### src/rtl/sram_rr_ctrl_pkg.sv
// Shared types for the two-requester SRAM controller.
//   state_e   : controller phase (scrub sweep, then normal traffic)
//   REQ0/REQ1 : requester identifiers carried with each read
//   rsp_ent_t : one response-pipe stage {is_read, id}
package sram_rr_ctrl_pkg;

  typedef enum logic {
    ST_INIT = 1'b0,
    ST_RUN  = 1'b1
  } state_e;

  localparam logic REQ0 = 1'b0;
  localparam logic REQ1 = 1'b1;

  typedef struct packed {
    logic is_read;
    logic id;
  } rsp_ent_t;

endpackage

### src/rtl/rr_arbiter_2.sv
// Two-way round-robin arbiter.
//   clk_i, rst_i         : clock, synchronous active-high reset
//   en_i                 : arbitration enabled (grants forced low otherwise)
//   valid0_i, valid1_i   : requester valids
//   gnt0_c_o, gnt1_c_o   : combinational one-hot grants
module rr_arbiter_2
  import sram_rr_ctrl_pkg::*;
(
  input  logic clk_i,
  input  logic rst_i,
  input  logic en_i,
  input  logic valid0_i,
  input  logic valid1_i,
  output logic gnt0_c_o,
  output logic gnt1_c_o
);

  logic ptr_q;
  logic ptr_d;

  // Grant selection; the pointer moves only when both requesters compete.
  always_comb begin
    gnt0_c_o = 1'b0;
    gnt1_c_o = 1'b0;
    ptr_d    = ptr_q;
    if (en_i) begin
      if (valid0_i && valid1_i) begin
        if (ptr_q == REQ0) gnt0_c_o = 1'b1;
        else               gnt1_c_o = 1'b1;
        ptr_d = ~ptr_q;
      end else begin
        gnt0_c_o = valid0_i;
        gnt1_c_o = valid1_i;
      end
    end
  end

  // Pointer register.
  always_ff @(posedge clk_i) begin
    if (rst_i) ptr_q <= REQ0;
    else       ptr_q <= ptr_d;
  end

endmodule

### src/rtl/sram_rr_ctrl.sv
// Round-robin front end for one single-port OpenRAM macro.
//   clk0, rst0            : clock (shared with macro), synchronous active-high reset
//   reqN_valid/ready      : command handshake per requester (ready is combinational)
//   reqN_we/addr/wdata    : command payload
//   rsp0_valid/rsp1_valid : one-cycle read-response pulses, tagged per requester
//   rsp_rdata             : registered read data, held between pulses
//   init_done             : high once the scrub sweep is finished
//   sram_*                : registered macro command pins, sram_dout0 is macro read data
module sram_rr_ctrl
  import sram_rr_ctrl_pkg::*;
#(
  parameter int unsigned             DATA_WIDTH    = 2,
  parameter int unsigned             ADDR_WIDTH    = 4,
  parameter bit                      INIT_ON_RESET = 1'b1,
  parameter logic [DATA_WIDTH-1:0]   INIT_VALUE    = '0
) (
  input  logic                  clk0,
  input  logic                  rst0,
  input  logic                  req0_valid,
  output logic                  req0_ready,
  input  logic                  req0_we,
  input  logic [ADDR_WIDTH-1:0] req0_addr,
  input  logic [DATA_WIDTH-1:0] req0_wdata,
  input  logic                  req1_valid,
  output logic                  req1_ready,
  input  logic                  req1_we,
  input  logic [ADDR_WIDTH-1:0] req1_addr,
  input  logic [DATA_WIDTH-1:0] req1_wdata,
  output logic                  rsp0_valid,
  output logic                  rsp1_valid,
  output logic [DATA_WIDTH-1:0] rsp_rdata,
  output logic                  init_done,
  output logic                  sram_csb0,
  output logic                  sram_web0,
  output logic [ADDR_WIDTH-1:0] sram_addr0,
  output logic [DATA_WIDTH-1:0] sram_din0,
  input  logic [DATA_WIDTH-1:0] sram_dout0
);

  localparam logic [ADDR_WIDTH-1:0] LAST_ADDR = '1;

  state_e                state_q;
  logic [ADDR_WIDTH-1:0] cnt_q;
  logic                  csb_q, web_q;
  logic [ADDR_WIDTH-1:0] addr_q;
  logic [DATA_WIDTH-1:0] din_q;
  rsp_ent_t [1:0]        pipe_q;
  logic                  rsp0_q, rsp1_q;
  logic [DATA_WIDTH-1:0] rdata_q;
  logic                  init_done_q;

  logic                  run_c;
  logic                  gnt0_c, gnt1_c;
  logic                  acc0_c, acc1_c, acc_c;
  logic                  sel_id_c;
  logic                  sel_we_c;
  logic [ADDR_WIDTH-1:0] sel_addr_c;
  logic [DATA_WIDTH-1:0] sel_wdata_c;

  // Readies are held low during reset and during the scrub.
  assign run_c = (state_q == ST_RUN) && !rst0;

  rr_arbiter_2 u_arb (
    .clk_i    (clk0),
    .rst_i    (rst0),
    .en_i     (run_c),
    .valid0_i (req0_valid),
    .valid1_i (req1_valid),
    .gnt0_c_o (gnt0_c),
    .gnt1_c_o (gnt1_c)
  );

  assign req0_ready = gnt0_c;
  assign req1_ready = gnt1_c;

  // Accepted-command mux; grants are one-hot so requester 1 wins the select only when granted.
  always_comb begin
    acc0_c      = req0_valid & gnt0_c;
    acc1_c      = req1_valid & gnt1_c;
    acc_c       = acc0_c | acc1_c;
    sel_id_c    = acc1_c ? REQ1 : REQ0;
    sel_we_c    = acc1_c ? req1_we    : req0_we;
    sel_addr_c  = acc1_c ? req1_addr  : req0_addr;
    sel_wdata_c = acc1_c ? req1_wdata : req0_wdata;
  end

  // FSM, scrub counter, macro command registers and response pipe.
  always_ff @(posedge clk0) begin
    if (rst0) begin
      state_q     <= INIT_ON_RESET ? ST_INIT : ST_RUN;
      cnt_q       <= '0;
      csb_q       <= 1'b1;
      web_q       <= 1'b1;
      addr_q      <= '0;
      din_q       <= '0;
      pipe_q      <= '0;
      rsp0_q      <= 1'b0;
      rsp1_q      <= 1'b0;
      rdata_q     <= '0;
      init_done_q <= 1'b0;
    end else begin
      case (state_q)
        ST_INIT: begin
          csb_q     <= 1'b0;
          web_q     <= 1'b0;
          addr_q    <= cnt_q;
          din_q     <= INIT_VALUE;
          cnt_q     <= cnt_q + ADDR_WIDTH'(1);
          pipe_q[0] <= '0;
          if (cnt_q == LAST_ADDR) begin
            state_q     <= ST_RUN;
            init_done_q <= 1'b1;
          end
        end
        ST_RUN: begin
          init_done_q <= 1'b1;
          if (acc_c) begin
            csb_q  <= 1'b0;
            web_q  <= ~sel_we_c;
            addr_q <= sel_addr_c;
            din_q  <= sel_wdata_c;
          end else begin
            csb_q <= 1'b1;
            web_q <= 1'b1;
          end
          pipe_q[0] <= '{is_read: acc_c & ~sel_we_c, id: sel_id_c};
        end
      endcase

      // Stage 1 lines up with macro dout one cycle after the macro sampled the read.
      pipe_q[1] <= pipe_q[0];
      rsp0_q    <= pipe_q[1].is_read && (pipe_q[1].id == REQ0);
      rsp1_q    <= pipe_q[1].is_read && (pipe_q[1].id == REQ1);
      if (pipe_q[1].is_read) rdata_q <= sram_dout0;
    end
  end

  assign sram_csb0  = csb_q;
  assign sram_web0  = web_q;
  assign sram_addr0 = addr_q;
  assign sram_din0  = din_q;
  assign rsp0_valid = rsp0_q;
  assign rsp1_valid = rsp1_q;
  assign rsp_rdata  = rdata_q;
  assign init_done  = init_done_q;

endmodule

### config.mk
export PLATFORM = sky130hd
export DESIGN_NAME = sram_rr_ctrl
export DESIGN_NICKNAME = d
export VERILOG_FILES = /design/src/rtl/sram_rr_ctrl_pkg.sv /design/src/rtl/rr_arbiter_2.sv /design/src/rtl/sram_rr_ctrl.sv
export SDC_FILE = /design/constraint.sdc
export NUM_CORES = 1
export LEC_CHECK = 0
export ABC_AREA = 1
export CAP_MARGIN = 25
export CORE_MARGIN = 2
export CORE_UTILIZATION = 47
export CTS_CLUSTER_DIAMETER = 80
export DETAILED_ROUTE_END_ITERATION = 12
export PLACE_DENSITY_LB_ADDON = 0.05
export SETUP_SLACK_MARGIN = 0.15
export SKIP_CTS_REPAIR_TIMING = 1
export SLEW_MARGIN = 20
export SYNTH_ARGS = -nofsm -noshare
export SYNTH_HDL_FRONTEND = slang
export SYNTH_SLANG_ARGS = --single-unit
### constraint.sdc
create_clock -name clk0 -period 3 [get_ports clk0]
set_input_delay 0.6 -clock clk0 [delete_from_list [all_inputs] [get_ports clk0]]
set_output_delay 0.6 -clock clk0 [all_outputs]
set_load 0.02 [all_outputs]
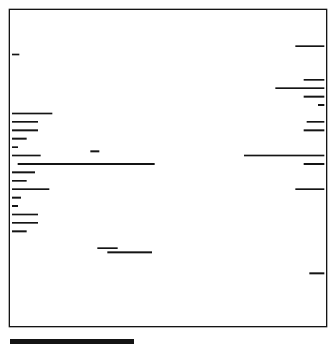
Figure 1: run 1, M3 wires.
Scale bar: 20 um.
- wire length on this layer: 125 um
- main direction: horizontal
- nets with wire on the layer: 28
- share of all routed wire: 5.8%

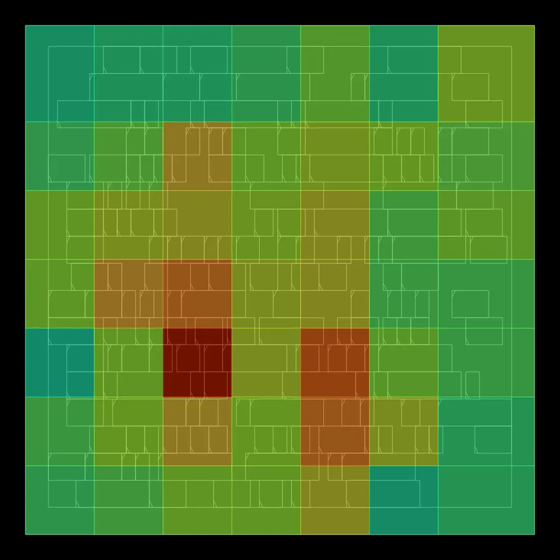
Figure 2: run 1, routing congestion.
met1 Use GR: 0.234
fin util: 0.681
grt met3 use: 0.0380
GRT Total Usage: 0.189

==> flow_summary.yaml, run 1 <==
# implementation run metrics
outcome:
  status: "finished clean"
final_layout:
  clkCellAreaFrac: 0.0188
  buffers_excl_clock: 40
  sh_comb_area: 0.307
  lay_top_cells: "33 x clkdlybuf4s50_1, 23 x inv_1, 23 x dfxtp_1"
  dominant_cells: "registers"
  nonClkBufAreaFrac: 0.265
  synthToLayoutAreaGrowth_pct: 40.6
  flops: 23
  regArea_sq_um: 460
  fillers: 182
  seq_area_frac: 0.315
  layoutNonFillerInstCount: 203
  fin_area_sq_um: 1460
  drive_above_1_share: 0.137
  nClkBuffers: 3
  comb_cells: 81
  inverters_excl_clock: 27
  final_layout_top_logic_cell: "clkdlybuf4s50_1"
  antenna_cells: 0
power_and_ir_drop:
  total_power_mw: 0.529
  intPower_mw: 0.402
  irDropWorstVdd_v: 0.000247
  clockPowerShare: 0.263
  p_switching_mw: 0.127
  swShare: 0.239
worst_setup_path:
  critical_path.startpoint: "rst0"
  cp_cell_sequence: "clkdlybuf4s50_1 > nor2_8 > nand3_4 > inv_2 > clkdlybuf4s50_1"
  r2r-start: "state_q"
  crit_top_cell: "clkdlybuf4s50_1"
  cpPeakStageDelay_ps: 590
  r2r_cells: 6
  critPathCapture: "req1_ready"
  worstPathRequired_ps: 2400
  timing.reg2reg.setup_slack_ps: 1460
  cp-start-kind: "input port"
  path_depth: 5
  cp_num_buf_inv: 3
  arrival_ps: 2180
  r2r-end: "u_arb.ptr_q"
drt:
  via_per_inst: 4.76
  wirelength_um: 2160
  first_pass_iters: 4
  drc: 0
  wl_per_cell_um: 10.7
  ant_nets: 0
synthesis:
  synth_flop_count: 23
  ys_types: 23
  postSynth.topFlopCell: "dfxtp_1"
  ys_warn_count: 0
  top_cells_by_area: "dfxtp_1 44%, inv_1 8.3%, nor2_1 7.2%, a21oi_1 5.8%, nand3_4 5.0%"
  synthCells: 135
  synth_seq_share: 0.442
  ys_area_sq_um: 1040
  synthArstFlopShare: 0
  ys_cells: 135
  synth_area_sq_um: 1040
clock_tree:
  cts-htree-levels: 1
  numCtsBuffers: 3
  clock_sinks: 23
  cts-root-buf: "clkbuf_4"
  cts_tree: "done"
sta:
  rsz0062_at_grt: "false"
  slew_violations: 0
  fin_tns_setup_ps: 0
  min_period_ps: 2780
  finalSetupViolCount: 0
  hold_slack_ps: 409
  relSlewSlack: 0.636
floorplanning:
  fp.dieArea_sq_um: 2610
  ios: 35
  taps: 28
  die_y_um: 51.1
  rows: 17
  core_area_sq_um: 2150
  die-width_um: 51.1
placement:
  detailedPlace.worstSlack_ps: 216
  portBuffers: 34
  placed_area_sq_um: 1430
  gp_congestion: 0.850
  dp_hpwl_um: 1720
global_route:
  grt_pass1_vias: 886
  grt_pass1_wl_um: 3720
  antenna_found_initial: 0
  grt_overflow: 0
hold_path:
  holdCritStartpoint: "pipe_q[0]"
  hold_path_class: "reg -> reg"
  min_to: "pipe_q[2]"
run:
  openroad.warnings: 26
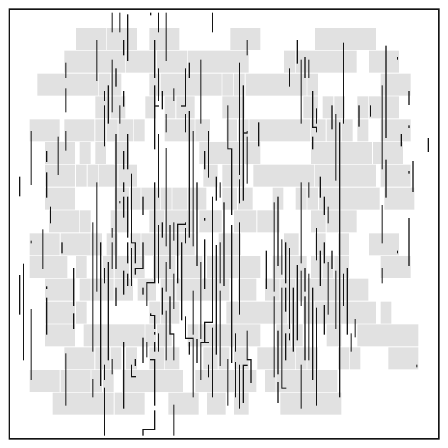
Figure 3: run 1, metal 2.
- share of all routed wire: 47%
- wire length on this layer: 1,020 um
- nets with wire on the layer: 151
- longest straight run: 32.6 um

[run 1: power groups by stage]
stage	clock [mW]	combinational (mW)	sequential, mW
floorplan	0	0.0282	0.327
global placement	0	0.0715	0.323
detailed placement	0	0.0732	0.323
CTS	0.143	0.0737	0.317
global route	0.156	0.0804	0.318
finish	0.139	0.0731	0.317
[run 1: metal layers]
layer,vias up,share of wire,GRT usage,wire (um)
met5,-,0,0,0
met4,0,0.015,0.0856,33
met3,4,0.057,0.0380,124
met2,30,0.47,0.316,1020
met1,425,0.46,0.234,985
li1,508,-,-,-
[run 1: kinds of logic after synthesis]
kind of cell | Yosys count | synth area share
AND/OR/NAND/NOR | 61 | 0.326
adder cells (fa/ha/maj) | 1 | 0.0120
buffers and inverters | 31 | 0.126
AND-OR/OR-AND | 19 | 0.0937
flip-flops | 23 | 0.442
Figure 4. Sequential cells coloured by netlist name (run 1).
Other sequential cells in the stronger grey, the rest of the logic in the fainter grey.
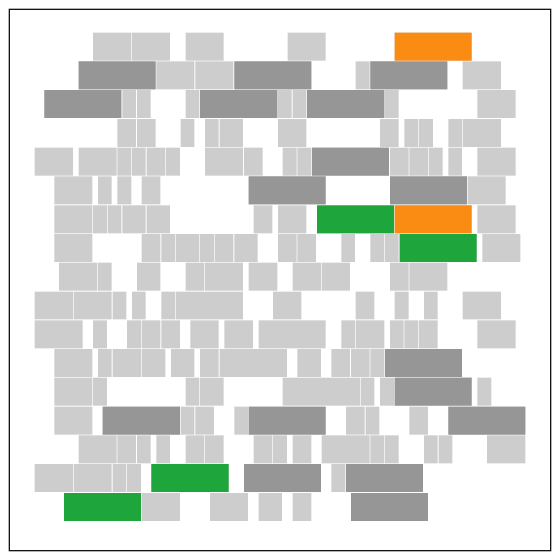

==> run 2: changes to the inputs <==
--- a/config.mk
+++ b/config.mk
@@ -8,8 +8,9 @@
 export ABC_AREA = 1
 export CAP_MARGIN = 25
 export CORE_MARGIN = 2
-export CORE_UTILIZATION = 47
+export CORE_UTILIZATION = 43
 export CTS_CLUSTER_DIAMETER = 80
+export CTS_CLUSTER_SIZE = 40
 export DETAILED_ROUTE_END_ITERATION = 12
 export PLACE_DENSITY_LB_ADDON = 0.05
 export SETUP_SLACK_MARGIN = 0.15
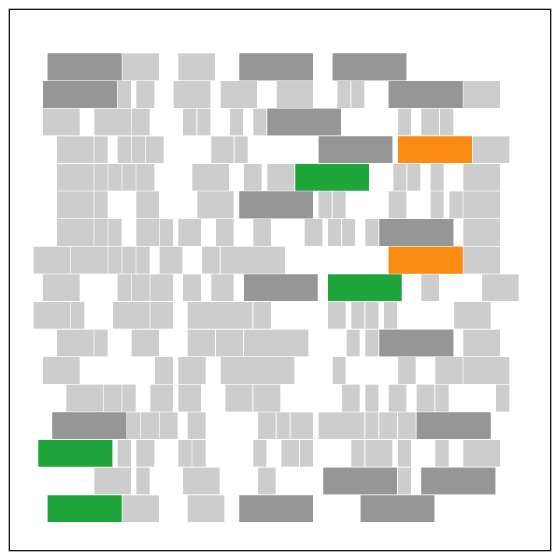
Figure 5: run 2, sequential cells coloured by netlist name.
Other sequential cells in the stronger grey, the rest of the logic in the fainter grey.
- orange: `rsp_rdata` (placed flops 2)
- green: `sram_addr0` (placed flops 4)
- not coloured: 17

==> run 2 against run 1 <==
Routed wire length is 1.3% higher; flip-flop count unchanged; clock skew is 5.4 ps lower; hold slack better by 0.63 ps; count of clock-buffer cells in the layout did not move; sequential share of layout area rose by 0.16 points; die area is 8.6% higher; non-clock buffer count fell by 1; synthesized cell count is the same; combinational power shrank 2%; first-iteration DRC count is 40% lower; utilization fell by 3.5 points; critical path type unchanged; largest cell class unchanged; largest power group unchanged; highest routed layer unchanged.
==> flow_summary.yaml, run 2 <==
# implementation run metrics
power_and_ir_drop:
  intPower_mw: 0.402
  power_leader: "registers"
  p_switching_mw: 0.127
  irDropWorstVdd_v: 0.000213
  clockPowerShare: 0.266
  p_comb_mw: 0.0715
  swShare: 0.240
drt:
  drc: 0
  route.layer.met1.wl_um: 1010
  first_pass_iters: 5
  wl_per_cell_um: 10.8
  ant_nets: 0
  via_per_inst: 4.67
  wirelength_um: 2190
  wl_met3_um: 131
  wl_met2_um: 999
final_layout:
  synthToLayoutAreaGrowth_pct: 39.9
  regArea_sq_um: 460
  antenna_cells: 0
  layoutNonFillerInstCount: 202
  clkCellAreaFrac: 0.0189
  sh_comb_area: 0.308
  fillers: 218
  buffers_excl_clock: 39
  dominant_cells: "registers"
  inverters_excl_clock: 27
  comb_cells: 81
  fin_area_sq_um: 1460
  final_layout_top_logic_cell: "clkdlybuf4s50_1"
  nonClkBufAreaFrac: 0.261
  drive_above_1_share: 0.132
  lay_top_cells: "33 x clkdlybuf4s50_1, 23 x inv_1, 23 x dfxtp_1"
placement:
  dp_hpwl_um: 1720
  portBuffers: 34
  placed_area_sq_um: 1430
global_route:
  grt_pass1_vias: 831
  grt_overflow: 0
  grtUsageTotal: 0.177
  busiest_layer: "met2"
  antenna_found_initial: 0
  grt_use_met1: 0.223
worst_setup_path:
  arrival_ps: 2090
  cp_cell_sequence: "clkdlybuf4s50_1 > nand2_2 > nand3_4 > inv_2 > clkdlybuf4s50_1"
  r2r-start: "state_q"
  path_depth: 5
  r2r_cells: 6
  cp-start-kind: "input port"
  r2r-end: "u_arb.ptr_q"
  timing.reg2reg.setup_slack_ps: 1470
  worstPathRequired_ps: 2400
  critical_path.startpoint: "req0_valid"
  crit_top_cell: "clkdlybuf4s50_1"
sta:
  finalSetupViolCount: 0
  hold_slack_ps: 409
  relSlewSlack: 0.643
  rsz0062_at_grt: "false"
  min_period_ps: 2690
  fin_tns_setup_ps: 0
  slew_violations: 0
synthesis:
  ys_area_sq_um: 1040
  synth_area_sq_um: 1040
  synth_seq_share: 0.442
  synthCells: 135
  postSynth.topFlopCell: "dfxtp_1"
  synthArstFlopShare: 0
  ys_warn_count: 0
hold_path:
  min_to: "pipe_q[2]"
  holdCritStartpoint: "pipe_q[0]"
  hold_path_class: "reg -> reg"
floorplanning:
  rows: 17
  fp.dieArea_sq_um: 2830
  die-width_um: 53.2
  die_y_um: 53.2
  taps: 28
  core_area_sq_um: 2250
  ios: 35
clock_tree:
  numCtsBuffers: 3
  cts-htree-levels: 1
  clock_sinks: 23
  cts-root-buf: "clkbuf_4"
  cts_tree: "done"
outcome:
  status: "finished clean"
## run 2: netlist changes by cell type in the layout (fill, tap and decap cells not counted), sizes merged
cell | before | now
buf | 6 | 5
## run 2: cells by family (layout without fill, tap and decap cells)
kind of cell             after synthesis  in the layout  synth area share
AND/OR/NAND/NOR                       61             61             0.326
adder cells (fa/ha/maj)                1              1            0.0120
AND-OR/OR-AND                         19             19            0.0937
flip-flops                            23             23             0.442
buffers and inverters                 31             70             0.126
## run 2: per-stage QoR
stage                     setup WS [ps]  utilization  power (mW)
after floorplan                    1090            -       0.356
after global placement              187        0.633       0.394
after detailed placement            177        0.633       0.395
after CTS                           171        0.645       0.536
after global routing                186        0.646       0.550
final                               310        0.646       0.528
==> run 3: changes to the inputs <==
--- a/config.mk
+++ b/config.mk
@@ -12,6 +12,7 @@
 export CTS_CLUSTER_DIAMETER = 80
 export CTS_CLUSTER_SIZE = 40
 export DETAILED_ROUTE_END_ITERATION = 12
+export GPL_ROUTABILITY_DRIVEN = 0
 export PLACE_DENSITY_LB_ADDON = 0.05
 export SETUP_SLACK_MARGIN = 0.15
 export SKIP_CTS_REPAIR_TIMING = 1
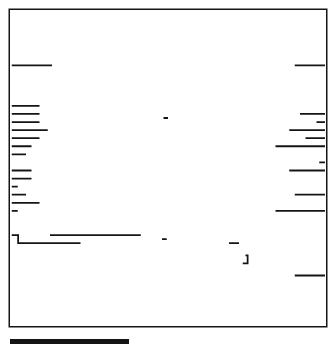
Figure 6: run 3, M3 wires.
Scale bar: 20 um.
- wire length on this layer: 131 um
- main direction: horizontal
- share of all routed wire: 6.0%
- longest straight run: 14.9 um
- nets with wire on the layer: 29

==> run 3 against run 2 <==
Flip-flop count did not move; global-route usage did not move; largest cell class unchanged; synthesized cell count did not move; hold slack did not move; cell area did not move; first-iteration DRC count did not move; critical path depth did not move; non-clock buffer count did not move; routed wire length did not move; clock skew did not move.
==> flow_summary.yaml, run 3 <==
# implementation run metrics
drt:
  wl_per_cell_um: 10.8
  wirelength_um: 2190
  drc: 0
  top_layer_used: "met4"
  via_per_inst: 4.67
  ant_nets: 0
  route.layer.met1.wl_um: 1010
  wl_met2_um: 999
  wl_met3_um: 131
placement:
  dp.cells: 198
  placed_area_sq_um: 1430
  detailedPlace.worstSlack_ps: 177
  portBuffers: 34
clock_tree:
  numCtsBuffers: 3
  cts-htree-levels: 1
  cts-root-buf: "clkbuf_4"
  clock_sinks: 23
  cts_tree: "done"
synthesis:
  synthArstFlopShare: 0
  ys_top_logic_family: "simple AND/OR/NAND/NOR gates"
  synthXorXnorAreaFrac: 0
  mux_area_frac: 0
  synthCells: 135
  ys_warn_count: 0
  synth_seq_share: 0.442
  synth.cellmix.compoundShare: 0.0938
  ys_sh_simple: 0.326
  ys_area_sq_um: 1040
  synth_area_sq_um: 1040
  fa_ha_area_frac: 0.0120
  ys_types: 23
  synth_flop_count: 23
  ys_cells: 135
worst_setup_path:
  timing.reg2reg.setup_slack_ps: 1470
  critical_path.startpoint: "req0_valid"
  r2r-start: "state_q"
  cp-start-kind: "input port"
global_route:
  grtUsageTotal: 0.177
  grt_overflow: 0
  grt_pass1_wl_um: 3550
  grt_use_met1: 0.223
  antenna_found_initial: 0
  grt_util_met2: 0.286
  busiest_layer: "met2"
  grt_pass1_vias: 831
  grt_use_met3: 0.0282
floorplanning:
  fp.dieArea_sq_um: 2830
  die_y_um: 53.2
  die-width_um: 53.2
  rows: 17
  ios: 35
  initial_core_util: 0.462
  core_area_sq_um: 2250
sta:
  hold_slack_ps: 409
  slew_violations: 0
  finalSetupViolCount: 0
  relSlewSlack: 0.643
  min_period_ps: 2690
  finalWorstSetupSlack_ps: 310
  rsz0062_at_grt: "false"
  fin_tns_setup_ps: 0
final_layout:
  final_util: 0.646
  synthToLayoutAreaGrowth_pct: 39.9
  fillers: 218
  drive_above_1_share: 0.132
  layoutNonFillerInstCount: 202
  lay_top_cells: "33 x clkdlybuf4s50_1, 23 x inv_1, 23 x dfxtp_1"
  final_layout_top_logic_cell: "clkdlybuf4s50_1"
  fin_area_sq_um: 1460
  antenna_cells: 0
power_and_ir_drop:
  p_comb_mw: 0.0715
  irDropWorstVdd_v: 0.000213
  clockPowerShare: 0.266
  total_power_mw: 0.528
  p_switching_mw: 0.127
  power_leader: "registers"
  power_frac_seq: 0.599
  intPower_mw: 0.402
  pwr.group.sequential_mw: 0.316
  swShare: 0.240
hold_path:
  hold_path_class: "reg -> reg"
  holdCritStartpoint: "pipe_q[0]"
run:
  openroad.warnings: 26
outcome:
  status: "finished clean"
-- run 3: cell counts in the layout (fill, tap and decap cells not counted) --
No cell type changed its count.
-- run 3: final cells by class --
type,count,area [sq um],share of cell area
Sequential cell,23,460,0.316
Multi-Input combinational cell,81,449,0.308
Timing Repair Buffer,39,380,0.261
Inverter,27,104,0.0713
Tap cell,28,35.0,0.0241
Clock buffer,3,22.5,0.0155
Clock inverter,1,5.00,0.00344
-- run 3: critical path: stages --
cell	delay, ps
clkdlybuf4s50_1	470
nand2_2	190
nand3_4	150
inv_2	80
clkdlybuf4s50_1	590
-- run 3: path summary, 6_finish.rpt --
path	cells after the start	endpoint
hold reg to reg	2	pipe_q[2]
setup reg to reg	6	u_arb.ptr_q
setup / recovery	5	req1_ready
hold / removal	2	pipe_q[2]

==> layout pictures side by side <==
Logic cells by family.
picture 1
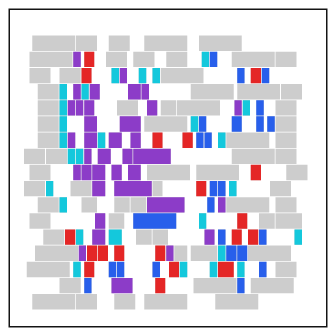
picture 2
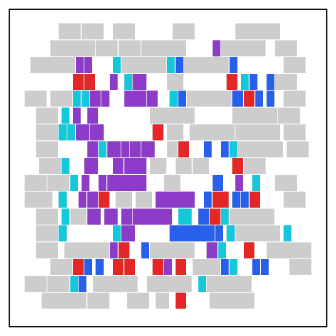
- run 1 = picture 2
- run 3 = picture 1

Key to picture 2:
- cyan: inv cells (cells 27)
- blue: nor cells (cells 24)
- purple: nand cells (cells 36)
- red: aoi and oai cells (cells 19)

Power and IR drop assume default switching activity.
